### config.mk
export PLATFORM = sky130hd
export DESIGN_NAME = arith_shift_left_seq
export DESIGN_NICKNAME = d
export VERILOG_FILES = /design/src/rtl/arith_shift_pkg.sv /design/src/rtl/arith_shift_step_left.sv /design/src/rtl/arith_shift_left_seq.sv
export SDC_FILE = /design/constraint.sdc
export NUM_CORES = 1
export LEC_CHECK = 0
export CORE_AREA = 4 4 44 46
export DETAILED_ROUTE_END_ITERATION = 10
export DIE_AREA = 0 0 48 50
export PLACE_DENSITY = 0.68
export SLEW_MARGIN = 20
export SYNTH_ARGS = -nofsm -noshare
export SYNTH_HDL_FRONTEND = slang
export SYNTH_SLANG_ARGS = --single-unit
### constraint.sdc
create_clock -name i_clk -period 1.2 [get_ports i_clk]
set_input_delay 0.36 -clock i_clk [delete_from_list [all_inputs] [get_ports i_clk]]
set_output_delay 0.36 -clock i_clk [all_outputs]
set_load 0.005 [all_outputs]
### src/rtl/arith_shift_pkg.sv
// -----------------------------------------------------------------------------
// arith_shift_pkg
// Shared definitions for the arithmetic shift library:
//   - state_t   : FSM state encoding for the sequential shifters (ST_IDLE, ST_SHIFT)
//   - sat_max() : most positive two's-complement value of a given width
//   - sat_min() : most negative two's-complement value of a given width
// The saturation helpers return a SAT_MAX_W-bit vector; callers keep the low
// <width> bits. Widths up to SAT_MAX_W are supported.
// -----------------------------------------------------------------------------
package arith_shift_pkg;

    typedef enum logic [0:0] {
        ST_IDLE  = 1'b0,
        ST_SHIFT = 1'b1
    } state_t;

    localparam int unsigned SAT_MAX_W = 64;

    // 0111...1 in the low <width> bits.
    function automatic logic [SAT_MAX_W-1:0] sat_max(input int unsigned width);
        logic [SAT_MAX_W-1:0] ones;
        ones = {SAT_MAX_W{1'b1}};
        return ones >> (SAT_MAX_W - width + 32'd1);
    endfunction

    // 1000...0 in the low <width> bits.
    function automatic logic [SAT_MAX_W-1:0] sat_min(input int unsigned width);
        logic [SAT_MAX_W-1:0] one;
        one = {{(SAT_MAX_W-1){1'b0}}, 1'b1};
        return one << (width - 32'd1);
    endfunction

endpackage

### src/rtl/arith_shift_step_left.sv
// -----------------------------------------------------------------------------
// arith_shift_step_left
// Combinational single-bit arithmetic left-shift step with overflow detection
// and optional saturation.
// Ports:
//   i_y        : current working value (signed, WIDTH bits)
//   i_sgn      : sign of the original operand (selects the clamp direction)
//   o_next_y   : value after this step
//   o_step_ovf : this step overflows (the two top bits of i_y differ)
// When SATURATE is set and the step overflows, the result is clamped to the
// signed max/min selected by i_sgn. Once clamped, the working value is already
// the clamp value and every later step overflows again into the same value,
// so the result holds without any extra "saturated" state.
// -----------------------------------------------------------------------------
module arith_shift_step_left
    import arith_shift_pkg::*;
#(
    parameter int unsigned WIDTH    = 4,
    parameter bit          SATURATE = 1'b0
) (
    input  logic signed [WIDTH-1:0] i_y,
    input  logic                    i_sgn,
    output logic signed [WIDTH-1:0] o_next_y,
    output logic                    o_step_ovf
);

    localparam logic [SAT_MAX_W-1:0] SAT_MAX_FULL = sat_max(WIDTH);
    localparam logic [SAT_MAX_W-1:0] SAT_MIN_FULL = sat_min(WIDTH);
    localparam logic [WIDTH-1:0]     SAT_MAX_V    = SAT_MAX_FULL[WIDTH-1:0];
    localparam logic [WIDTH-1:0]     SAT_MIN_V    = SAT_MIN_FULL[WIDTH-1:0];

    logic [WIDTH-1:0] w_shifted;

    // One shift step: detect sign loss, then wrap or clamp.
    always_comb begin
        w_shifted  = {i_y[WIDTH-2:0], 1'b0};
        o_step_ovf = i_y[WIDTH-1] ^ i_y[WIDTH-2];
        if (SATURATE && o_step_ovf) begin
            o_next_y = i_sgn ? SAT_MIN_V : SAT_MAX_V;
        end else begin
            o_next_y = w_shifted;
        end
    end

endmodule

### src/rtl/arith_shift_left_seq.sv
// -----------------------------------------------------------------------------
// arith_shift_left_seq
// Sequential signed arithmetic left shifter (multiply by 2^shamt), one bit per
// clock, with sticky two's-complement overflow and optional saturation.
// Ports:
//   i_clk   : rising-edge clock
//   i_rst   : synchronous active-high reset (abandons any operation in flight)
//   i_start : request, sampled only while idle
//   i_a     : signed operand, captured on accept
//   i_shamt : shift count, captured on accept (values >= WIDTH are legal)
//   o_y     : working/result register; final while o_done is high
//   o_busy  : high from the accept edge until completion
//   o_done  : one-cycle completion pulse
//   o_ovf   : sticky overflow of the current/last operation
// Latency from accept to done is shamt+1 cycles; a start in the done cycle is
// accepted.
// -----------------------------------------------------------------------------
module arith_shift_left_seq
    import arith_shift_pkg::*;
#(
    parameter int unsigned WIDTH    = 4,
    parameter int unsigned SHW      = 3,
    parameter bit          SATURATE = 1'b0
) (
    input  logic                    i_clk,
    input  logic                    i_rst,
    input  logic                    i_start,
    input  logic signed [WIDTH-1:0] i_a,
    input  logic        [SHW-1:0]   i_shamt,
    output logic signed [WIDTH-1:0] o_y,
    output logic                    o_busy,
    output logic                    o_done,
    output logic                    o_ovf
);

    state_t                  r_state;
    logic        [SHW-1:0]   r_cnt;
    logic signed [WIDTH-1:0] r_y;
    logic                    r_sgn;
    logic                    r_busy;
    logic                    r_done;
    logic                    r_ovf;

    logic signed [WIDTH-1:0] w_next_y;
    logic                    w_step_ovf;

    arith_shift_step_left #(
        .WIDTH    (WIDTH),
        .SATURATE (SATURATE)
    ) u_step (
        .i_y        (r_y),
        .i_sgn      (r_sgn),
        .o_next_y   (w_next_y),
        .o_step_ovf (w_step_ovf)
    );

    // Control FSM, step counter and all output registers.
    always_ff @(posedge i_clk) begin
        if (i_rst) begin
            r_state <= ST_IDLE;
            r_cnt   <= {SHW{1'b0}};
            r_y     <= {WIDTH{1'b0}};
            r_sgn   <= 1'b0;
            r_busy  <= 1'b0;
            r_done  <= 1'b0;
            r_ovf   <= 1'b0;
        end else begin
            case (r_state)
                ST_IDLE: begin
                    if (i_start) begin
                        r_y     <= i_a;
                        r_cnt   <= i_shamt;
                        r_sgn   <= i_a[WIDTH-1];
                        r_ovf   <= 1'b0;
                        r_busy  <= 1'b1;
                        r_done  <= 1'b0;
                        r_state <= ST_SHIFT;
                    end else begin
                        // done is a single-cycle pulse; y and ovf hold.
                        r_done  <= 1'b0;
                    end
                end
                ST_SHIFT: begin
                    if (r_cnt != {SHW{1'b0}}) begin
                        r_cnt <= r_cnt - {{(SHW-1){1'b0}}, 1'b1};
                        r_y   <= w_next_y;
                        r_ovf <= r_ovf | w_step_ovf;
                    end else begin
                        r_done  <= 1'b1;
                        r_busy  <= 1'b0;
                        r_state <= ST_IDLE;
                    end
                end
                default: begin
                    r_state <= ST_IDLE;
                    r_busy  <= 1'b0;
                    r_done  <= 1'b0;
                end
            endcase
        end
    end

    assign o_y    = r_y;
    assign o_busy = r_busy;
    assign o_done = r_done;
    assign o_ovf  = r_ovf;

endmodule

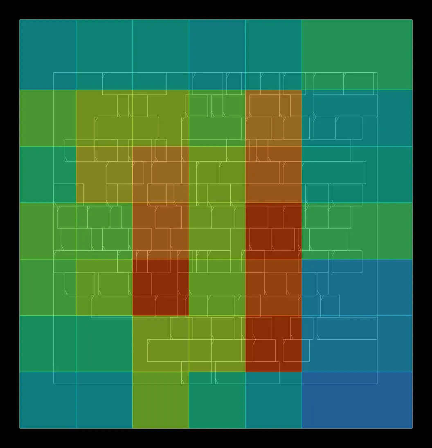
congestion.png
Avg WL per Cell: 13.4 um
post-layout util: 0.650

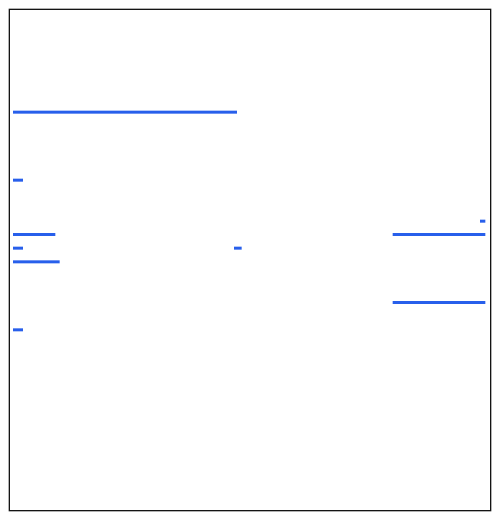
layer_met3.png
Drawn at 10 px/um.
share of all routed wire: 3.3%
main direction: horizontal

==> flow_metrics.py <==
# Generated from Yosys and OpenROAD reports
metrics = {
    "setup_path": {
        "critPathCaptureType": "register",
        "cp-start-kind": "register",
        "crit_buf_inv": 3,
        "worstPathMaxFanout": 2,
        "cp_common_cell": "buf_4",
    },
    "logic_synthesis": {
        "ys.flops": 11,
        "netlist_area_um2": 598,
    },
    "clock_tree": {
        "htreeDepth": 1,
        "cts_tree": "done",
        "cts-root-buf": "clkbuf_4",
    },
    "final_layout": {
        "diodes": 0,
        "most-common-layout-cells": "buf_4, nand2_1, clkdlybuf4s50_1, dfxtp_2, a211oi_1",
        "lay_top_count": "buf_4",
    },
    "global_routing": {
        "grt_max_degree": 13,
    },
    "timing": {
        "tightest_slew_ns": 0.266,
        "maxSlewHeadroom": 0.823,
        "min_period_ns": 1.17,
        "hold_viol_final": 0,
    },
    "pwr": {
        "irDropWorstVdd_uv": 589,
    },
    "floorplan": {
        "initial_core_util": 0.397,
    },
    "detailed_routing": {
        "detail_route.vias_per_cell": 5.10,
    },
    "status": {
        "status": "finished clean",
    },
    "placement": {
        "placed_area_um2": 885,
    },
}
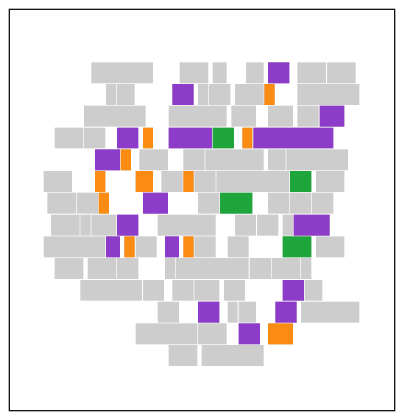
logic_types.png
Drawn at 8 px/um.
legend:
  purple:
    family: inverting AOI/OAI gates
    cells: 16
    most_used: a211oi_1
  green:
    family: AND and OR gates
    cells: 4
    most_used: and2b_1
  orange:
    family: NAND gates
    cells: 11
    most_used: nand2_1

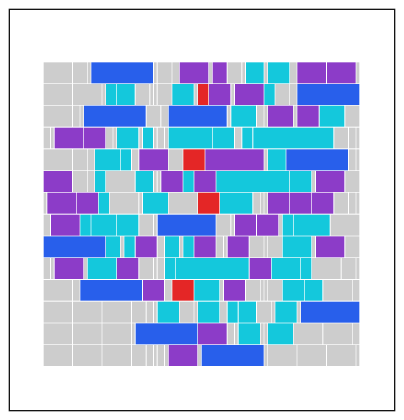
placement_by_type.png
Drawn at 8 px/um. Fill, decap, tap and diode cells in gray.
legend:
  red:
    class: clock drivers and dummy loads
    cells: 4
  purple:
    class: other buffers and delay cells
    cells: 35
  cyan:
    class: combinational and other logic
    cells: 50
  blue:
    class: flops
    cells: 11
CORE AREA: 1510 um2
Finished Cell Area: 980 um2

[synth_stat cells (all sizes together)]
cell type / instances / area, um2
clkbuf: 1 / 3.75
buf: 4 / 32.5
ha: 2 / 25.0
nor3b: 1 / 7.51
nor2b: 5 / 31.3
a32oi: 1 / 8.76
mux2i: 2 / 20.0
o22a: 1 / 8.76
xor2: 1 / 8.76
and3: 1 / 11.3
o21bai: 1 / 7.51
and2b: 3 / 23.8
a311oi: 3 / 26.3
a2111oi: 1 / 15.0
nor2: 4 / 15.0
a211oi: 8 / 60.1
dfxtp: 11 / 220
xnor2: 1 / 8.76
inv: 2 / 7.51
nand2b: 2 / 12.5
a21oi: 2 / 10.0
nand2: 9 / 33.8
[report_power, final]
part,switching [mW],internal [mW],leakage [nW]
sequential,0.0244,0.404,0.0937
combinational,0.171,0.235,0.290
clock,0.126,0.128,0.0150
[metrics by stage]
step                      cells  hold WS (ns)  total power [mW]  TNS, ns
after floorplan              66         0.435             0.615        0
after global placement      110         0.476             0.787    -3.22
after detailed placement    110         0.487             0.790    -3.58
after CTS                   116         0.491              1.07  -0.0796
after global routing        116         0.540              1.16  -0.0939
final                       116         0.505              1.09        0
[area by class of cell]
type,instances,area [um2]
inverter,2,7.51
multi-input combinational,48,387
timing repair buffer,35,309
tap,16,20.0
sequential,11,230
clock buffer,4,26.3
fill,127,527
[registers in the layout, indices dropped and copies added (netlist names)]
| register | count |
|---|---|
| r_cnt | 3 |
| o_y | 4 |
| o_done | 1 |
| o_ovf | 1 |
| r_state | 1 |
| o_busy | 1 |
[cell families after synthesis]
group / count (synthesis)
XOR/XNOR: 2
flip-flops: 11
adder cells (fa/ha/maj): 2
AND-OR/OR-AND: 17
buffers and inverters: 7
AND/OR/NAND/NOR: 25
multiplexers: 2
[routing by layer]
metal,global-route usage,vias to the layer above,wire [um]
met1,0.215,278,732
met5,0,-,0
met4,0.0538,0,13
met3,0.0327,2,50
met2,0.231,9,762
li1,-,303,-
[worst reg2reg max path, cell delays in order (launching register included)]
cell	delay [ns]
dfxtp_2	0.34
inv_2	0.05
buf_4	0.12
buf_4	0.13
ha_4	0.15
mux2i_1	0.11
a211oi_1	0.21
[path summary, 6_finish.rpt]
kind / start / to / cells after the start
worst max-delay path: r_cnt[1] / r_cnt[2] / 6
worst min-delay path: o_done / o_done / 2
worst max register to register: r_cnt[1] / r_cnt[2] / 6
worst min register to register: o_done / o_done / 2
[timing repair]
| action | CTS | global route |
|---|---|---|
| gates resized | 24 | 10 |
| setup endpoints to repair | 18 | 10 |
| pin swaps | 5 | 5 |
| buffers inserted | 2 | 0 |
Power is estimated from default activity; no workload was simulated.
